Figure 1. Sequential cells coloured by netlist name.
The bar under the picture is 20 µm long. Other sequential cells in the stronger grey, the rest of the logic in the fainter grey.
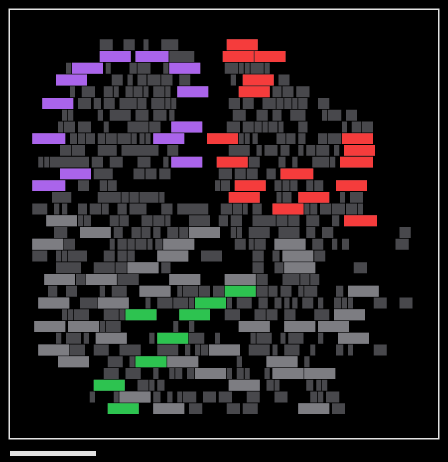
Figure 2. Pin placement.
Pins as bars across the die edge, other pins in grey.
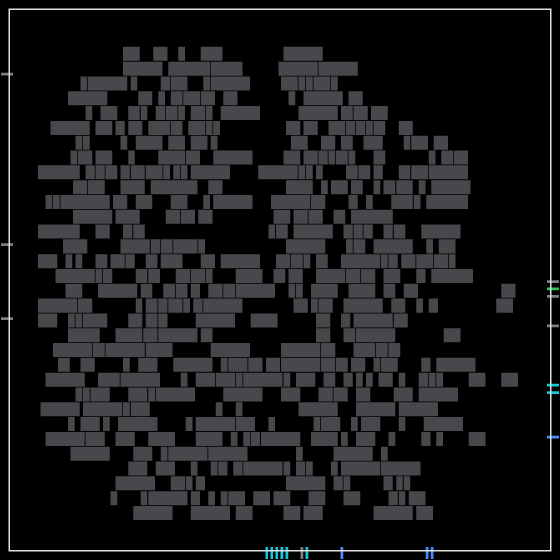
## src/rtl/uart_cmd_pkg.sv

```systemverilog
// Shared constants for the UART command controller: header byte,
// receiver and parser state encodings, checksum helper.
package uart_cmd_pkg;

  localparam logic [7:0] HDR = 8'hA5;

  typedef logic [1:0] rx_state_t;
  localparam rx_state_t RX_IDLE  = 2'd0;
  localparam rx_state_t RX_START = 2'd1;
  localparam rx_state_t RX_DATA  = 2'd2;
  localparam rx_state_t RX_STOP  = 2'd3;

  typedef logic [2:0] p_state_t;
  localparam p_state_t P_WAIT_HDR  = 3'd0;
  localparam p_state_t P_WAIT_ADDR = 3'd1;
  localparam p_state_t P_WAIT_DATA = 3'd2;
  localparam p_state_t P_WAIT_CSUM = 3'd3;
  localparam p_state_t P_HOLD      = 3'd4;

  function automatic logic csum_ok(
    input logic [7:0] a,
    input logic [7:0] d,
    input logic [7:0] c
  );
    return (a ^ d) == c;
  endfunction

endpackage

```

## src/rtl/uart_cmd_ctrl_rx.sv

```systemverilog
// 8N1 UART receiver: 2-flop synchronizer, start-edge detect, mid-bit
// sampling; emits a byte strobe or a frame_err pulse per frame.
module uart_rx_core
  import uart_cmd_pkg::*;
#(
  parameter int DIV = 5208
) (
  input  logic       clk,
  input  logic       reset,
  input  logic       rx,
  output logic       strobe,
  output logic [7:0] data,
  output logic       frame_err,
  output logic       busy
);

  localparam int CW = $clog2(DIV);
  localparam logic [CW-1:0] HALF_END = CW'(DIV / 2 - 1);
  localparam logic [CW-1:0] FULL_END = CW'(DIV - 1);

  logic [1:0]    sync;
  logic          prev;
  rx_state_t     state;
  logic [CW-1:0] cnt;
  logic [2:0]    bitn;
  logic [7:0]    sh;
  logic          rxs;

  assign rxs  = sync[1];
  assign busy = (state != RX_IDLE);

  always_ff @(posedge clk) begin
    if (reset) begin
      sync      <= 2'b11;
      prev      <= 1'b1;
      state     <= RX_IDLE;
      cnt       <= '0;
      bitn      <= '0;
      sh        <= '0;
      data      <= '0;
      strobe    <= 1'b0;
      frame_err <= 1'b0;
    end else begin
      sync      <= {sync[0], rx};
      prev      <= rxs;
      strobe    <= 1'b0;
      frame_err <= 1'b0;
      case (state)
        RX_IDLE: begin
          cnt <= '0;
          if (prev && !rxs)
            state <= RX_START;
        end
        RX_START: begin
          if (cnt == HALF_END) begin
            cnt   <= '0;
            bitn  <= '0;
            // line back high at mid-start: treat as a glitch
            state <= rxs ? RX_IDLE : RX_DATA;
          end else begin
            cnt <= cnt + 1'b1;
          end
        end
        RX_DATA: begin
          if (cnt == FULL_END) begin
            cnt  <= '0;
            sh   <= {rxs, sh[7:1]};
            bitn <= bitn + 3'd1;
            if (bitn == 3'd7)
              state <= RX_STOP;
          end else begin
            cnt <= cnt + 1'b1;
          end
        end
        RX_STOP: begin
          if (cnt == FULL_END) begin
            cnt   <= '0;
            state <= RX_IDLE;
            if (rxs) begin
              strobe <= 1'b1;
              data   <= sh;
            end else begin
              frame_err <= 1'b1;
            end
          end else begin
            cnt <= cnt + 1'b1;
          end
        end
        default: state <= RX_IDLE;
      endcase
    end
  end

endmodule

```

## src/rtl/uart_cmd_ctrl.sv

```systemverilog
// UART command controller: A5 <addr> <data> [csum] frames into a held
// command with valid/ready. Optional checksum via UART_CMD_CHECKSUM_EN.
module uart_cmd_ctrl
  import uart_cmd_pkg::*;
#(
  parameter int CLK_HZ   = 50_000_000,
  parameter int BAUD     = 9600,
  parameter int TMO_BITS = 20
) (
  input  logic       clk,
  input  logic       reset,
  input  logic       rx,
  input  logic       cmd_ready,
  output logic       cmd_valid,
  output logic [3:0] cmd_addr,
  output logic [7:0] cmd_data,
  output logic       frame_err,
  output logic       ovr,
  output logic       busy
`ifdef UART_CMD_CHECKSUM_EN
  ,
  output logic       csum_err
`endif
);

  localparam int DIV = CLK_HZ / BAUD;
  localparam int TMO = TMO_BITS * DIV;
  localparam int TW  = $clog2(TMO + 1);
`ifdef UART_CMD_CHECKSUM_EN
  localparam int AW  = 8;
`else
  localparam int AW  = 4;
`endif

  logic          strobe;
  logic [7:0]    rx_byte;
  logic          rx_ferr;
  logic          rx_busy;

  p_state_t      pstate;
  logic [AW-1:0] addr_q;
`ifdef UART_CMD_CHECKSUM_EN
  logic [7:0]    data_q;
`endif
  logic [TW-1:0] tcnt;
  logic          waiting;
  logic          hs;
  logic          is_hdr;

  uart_rx_core #(.DIV(DIV)) u_rx (
    .clk       (clk),
    .reset     (reset),
    .rx        (rx),
    .strobe    (strobe),
    .data      (rx_byte),
    .frame_err (rx_ferr),
    .busy      (rx_busy)
  );

  assign frame_err = rx_ferr;
  assign cmd_valid = (pstate == P_HOLD);
  assign busy      = rx_busy || (pstate != P_WAIT_HDR);
  assign hs        = cmd_valid && cmd_ready;
  assign is_hdr    = strobe && (rx_byte == HDR);
  assign waiting   = (pstate == P_WAIT_ADDR) ||
                     (pstate == P_WAIT_DATA) ||
                     (pstate == P_WAIT_CSUM);

  always_ff @(posedge clk) begin
    if (reset) begin
      pstate   <= P_WAIT_HDR;
      addr_q   <= '0;
`ifdef UART_CMD_CHECKSUM_EN
      data_q   <= '0;
      csum_err <= 1'b0;
`endif
      tcnt     <= '0;
      cmd_addr <= '0;
      cmd_data <= '0;
      ovr      <= 1'b0;
    end else begin
      ovr <= 1'b0;
`ifdef UART_CMD_CHECKSUM_EN
      csum_err <= 1'b0;
`endif
      if (!waiting || strobe)
        tcnt <= '0;
      else
        tcnt <= tcnt + 1'b1;

      case (pstate)
        P_WAIT_HDR: begin
          if (is_hdr)
            pstate <= P_WAIT_ADDR;
        end
        P_WAIT_ADDR: begin
          if (strobe) begin
            addr_q <= rx_byte[AW-1:0];
            pstate <= P_WAIT_DATA;
          end
        end
        P_WAIT_DATA: begin
          if (strobe) begin
`ifdef UART_CMD_CHECKSUM_EN
            data_q <= rx_byte;
            pstate <= P_WAIT_CSUM;
`else
            cmd_addr <= addr_q[3:0];
            cmd_data <= rx_byte;
            pstate   <= P_HOLD;
`endif
          end
        end
`ifdef UART_CMD_CHECKSUM_EN
        P_WAIT_CSUM: begin
          if (strobe) begin
            if (csum_ok(addr_q, data_q, rx_byte)) begin
              cmd_addr <= addr_q[3:0];
              cmd_data <= data_q;
              pstate   <= P_HOLD;
            end else begin
              csum_err <= 1'b1;
              pstate   <= P_WAIT_HDR;
            end
          end
        end
`endif
        P_HOLD: begin
          // a byte landing on the handshake cycle is parsed as a header
          if (hs)
            pstate <= is_hdr ? P_WAIT_ADDR : P_WAIT_HDR;
          else if (strobe)
            ovr <= 1'b1;
        end
        default: pstate <= P_WAIT_HDR;
      endcase

      if (rx_ferr && pstate != P_HOLD)
        pstate <= P_WAIT_HDR;
      if (waiting && !strobe && tcnt == TW'(TMO - 1))
        pstate <= P_WAIT_HDR;
    end
  end

endmodule
```

## config.mk

```make
export PLATFORM = sky130hd
export DESIGN_NAME = uart_cmd_ctrl
export DESIGN_NICKNAME = d
export VERILOG_FILES = /design/src/rtl/uart_cmd_pkg.sv /design/src/rtl/uart_cmd_ctrl_rx.sv /design/src/rtl/uart_cmd_ctrl.sv
export SDC_FILE = /design/constraint.sdc
export NUM_CORES = 1
export LEC_CHECK = 0
export ABC_AREA = 0
export CORE_MARGIN = 5
export CORE_UTILIZATION = 40
export DETAILED_ROUTE_END_ITERATION = 10
export PLACE_DENSITY_LB_ADDON = 0.2
export SYNTH_ARGS = -nofsm -noshare
export SYNTH_HDL_FRONTEND = slang
export SYNTH_HIERARCHICAL = 1
export SYNTH_SLANG_ARGS = --single-unit
```

## constraint.sdc

```tcl
create_clock -name clk -period 1.65 [get_ports clk]
set_clock_uncertainty 0.15 [all_clocks]
set_input_delay 0.2475 -clock clk [delete_from_list [all_inputs] [get_ports clk]]
set_output_delay 0.2475 -clock clk [all_outputs]
set_load 0.02 [all_outputs]
```

==> summary.txt <==
Results of the run.

The run finished, with violations left. The final reports fail on setup timing. Once placement finished, the instance area stood at ~3800 µm². Summed over all layers, the routed wires come to 6550 µm. Setup slack on the worst reg-to-reg path comes out at -10 ps. The final-layout non-clock buffer area share is between 10% and 20%. Signal nets in the final route climb as high as met4. The worst setup slack after layout is -13.3 ps.

The floorplan report lists the tap cell count as between 100 and 150. The total count of hold-check failures in the final report is 0. The post-layout instance count excluding filler cells is about 530. The tally of clock buffers in the finished layout is 10. between 200 and 300 cells are multi-input combinational gates. The OpenROAD warning count is 28.

The nature of the critical path endpoint is a flip-flop. The flip-flop count of the largest register after layout is 17. The power report lists the sequential group at 1.84 mW. The slew at the pin closest to its max-slew limit is approximately 350 ps. The fraction of area in registers is 37.9%. After global routing the overflow that remains totals 0. The register with the most flip-flops in the final layout is tcnt. Among the non-sequential cells, simple AND/OR/NAND/NOR gates take the most area. The area taken by multi-input combinational cells is reported as roughly 1600 µm². The cell family contributing the most delay on the critical path is AND-OR/OR-AND gates. The number of diodes added for antenna fixing is 0. The final layout contains between 400 and 500 nets. The top cell type by area accounts for a little under half of the synthesized area. The dominant power group in this design is sequential cells.

The initial antenna violation count is 0. The floorplan step defined a core boundary enclosing 7730 µm². The detailed placer reported the number of placed instances as roughly 500.

Yosys reported that registers with async set or reset make up 0%. The timing report gives the biggest stage delay along the critical path as between 300 and 400 ps. At the worst endpoint, the arrival time is 1780 ps.

The number of global-route vias before repair is 2513. The worst slew margin relative to its limit is between 70% and 80%. The leading cell category by total area is multi-input combinational cells. The required arrival time at the worst endpoint is about 1800 ps.

The clock network power reported by the tool is ~1.3 mW. The routed design uses a little under 3000 µm of met2 wire. Of the total synthesized cell area, the portion taken by XOR and XNOR cells is around 6.3%. The post-synthesis instance area is between 3000 and 4000 µm². The floorplan report gives the top-level pin count as 20.

The sum of net half-perimeters after detailed placement is 4760 µm. The worst-case setup slack after placement is -106 ps. Per the OpenROAD power report, switching power amounts to between 0.7 and 0.8 mW. The warning tally printed by Yosys for this design is 6. The class of the tightest hold or removal check is flip-flop to flip-flop. The final report lists the setup-violating endpoint count as 4. Switching power as a fraction of the total was reported as between 20 and 25%. The detailed-route via count is between 2000 and 3000. The post-synthesis instance total is about 350. The layout filler cell count is about 750. The critical path class is flip-flop to flip-flop.

The sequential power share is 58.3%. The insertion delay at the late pin of the worst-skew pair is between 300 and 400 ps. Hold repair after CTS inserted 0 buffers. The synthesized netlist has a Yosys-reported chip area of about 3200 µm². The total die size is between 9000 and 10000 µm². Yosys attributes the largest share of cell area to sky130_fd_sc_hd__dfxtp_1 (48%), sky130_fd_sc_hd__nor2_1 (6.4%), sky130_fd_sc_hd__mux2i_1 (6.3%).

The final clock period utilization by the worst path is 101%. In this run the post-CTS setup repair buffer count came out at 1. The number of design-rule violations left by the first detailed-router iteration is 69.

The global routing usage summed across all routing layers is approximately 14%. In the final layout, multi-input gates take up about two fifths of the cell area. The count of max-cap constraint violations is 0. The total power draw is 3.15 mW. In the Yosys report, the sequential cells make up between 40% and 50% of the chip area. The number of remaining DRC errors is 0. The most crowded layer after global routing is met2. Adding up every negative setup slack in the final design gives -44.7 ps. For this design the static power due to leakage is around 1.5 nW. The worst-path maximum fanout is 7. The synth_stat.txt file lists the number of cells as ~350.

The initial utilization of the core area, before any placement, comes to about two fifths. The type of element launching the critical path is a flip-flop. The H-tree was split into 3 levels. The synthesis report names the predominant flop master as sky130_fd_sc_hd__dfxtp_1. Post-CTS repair ended up resizing 29 cells. The routed length on met3 is between 100 and 150 µm.
Back to the opening pictures, Figure 1:
[green] `u_rx/data` | placed flops: 8
[purple] `u_rx/cnt` | placed flops: 13
[red] `tcnt` | placed flops: 17
not coloured: 38

Back to the opening pictures, Figure 2:
[green] `frame_err` | pins: 1 | direction: output | edge: right
[blue] `cmd_addr` | pins: 4 | direction: output | edge: 3 bottom, 1 right
[cyan] `cmd_data` | pins: 8 | direction: output | edge: 6 bottom, 2 right
y dimension of the die: 99.2 µm
I/O Buffers: 19
die width: 99.2 µm

-- path summary, 6_finish.rpt --
check	start	endpoint	cells past startpoint
worst max-delay path	u_rx/cnt[0]$_SDFF_PP0_	u_rx/cnt[2]$_SDFF_PP0_	6
worst min-delay path	u_rx/sync[0]$_SDFF_PP1_	u_rx/sync[1]$_SDFF_PP1_	1
worst max register to register	u_rx/cnt[0]$_SDFF_PP0_	u_rx/cnt[2]$_SDFF_PP0_	6
worst min register to register	u_rx/sync[0]$_SDFF_PP1_	u_rx/sync[1]$_SDFF_PP1_	1
No activity file was given, so power comes from the tool's default toggle rates.
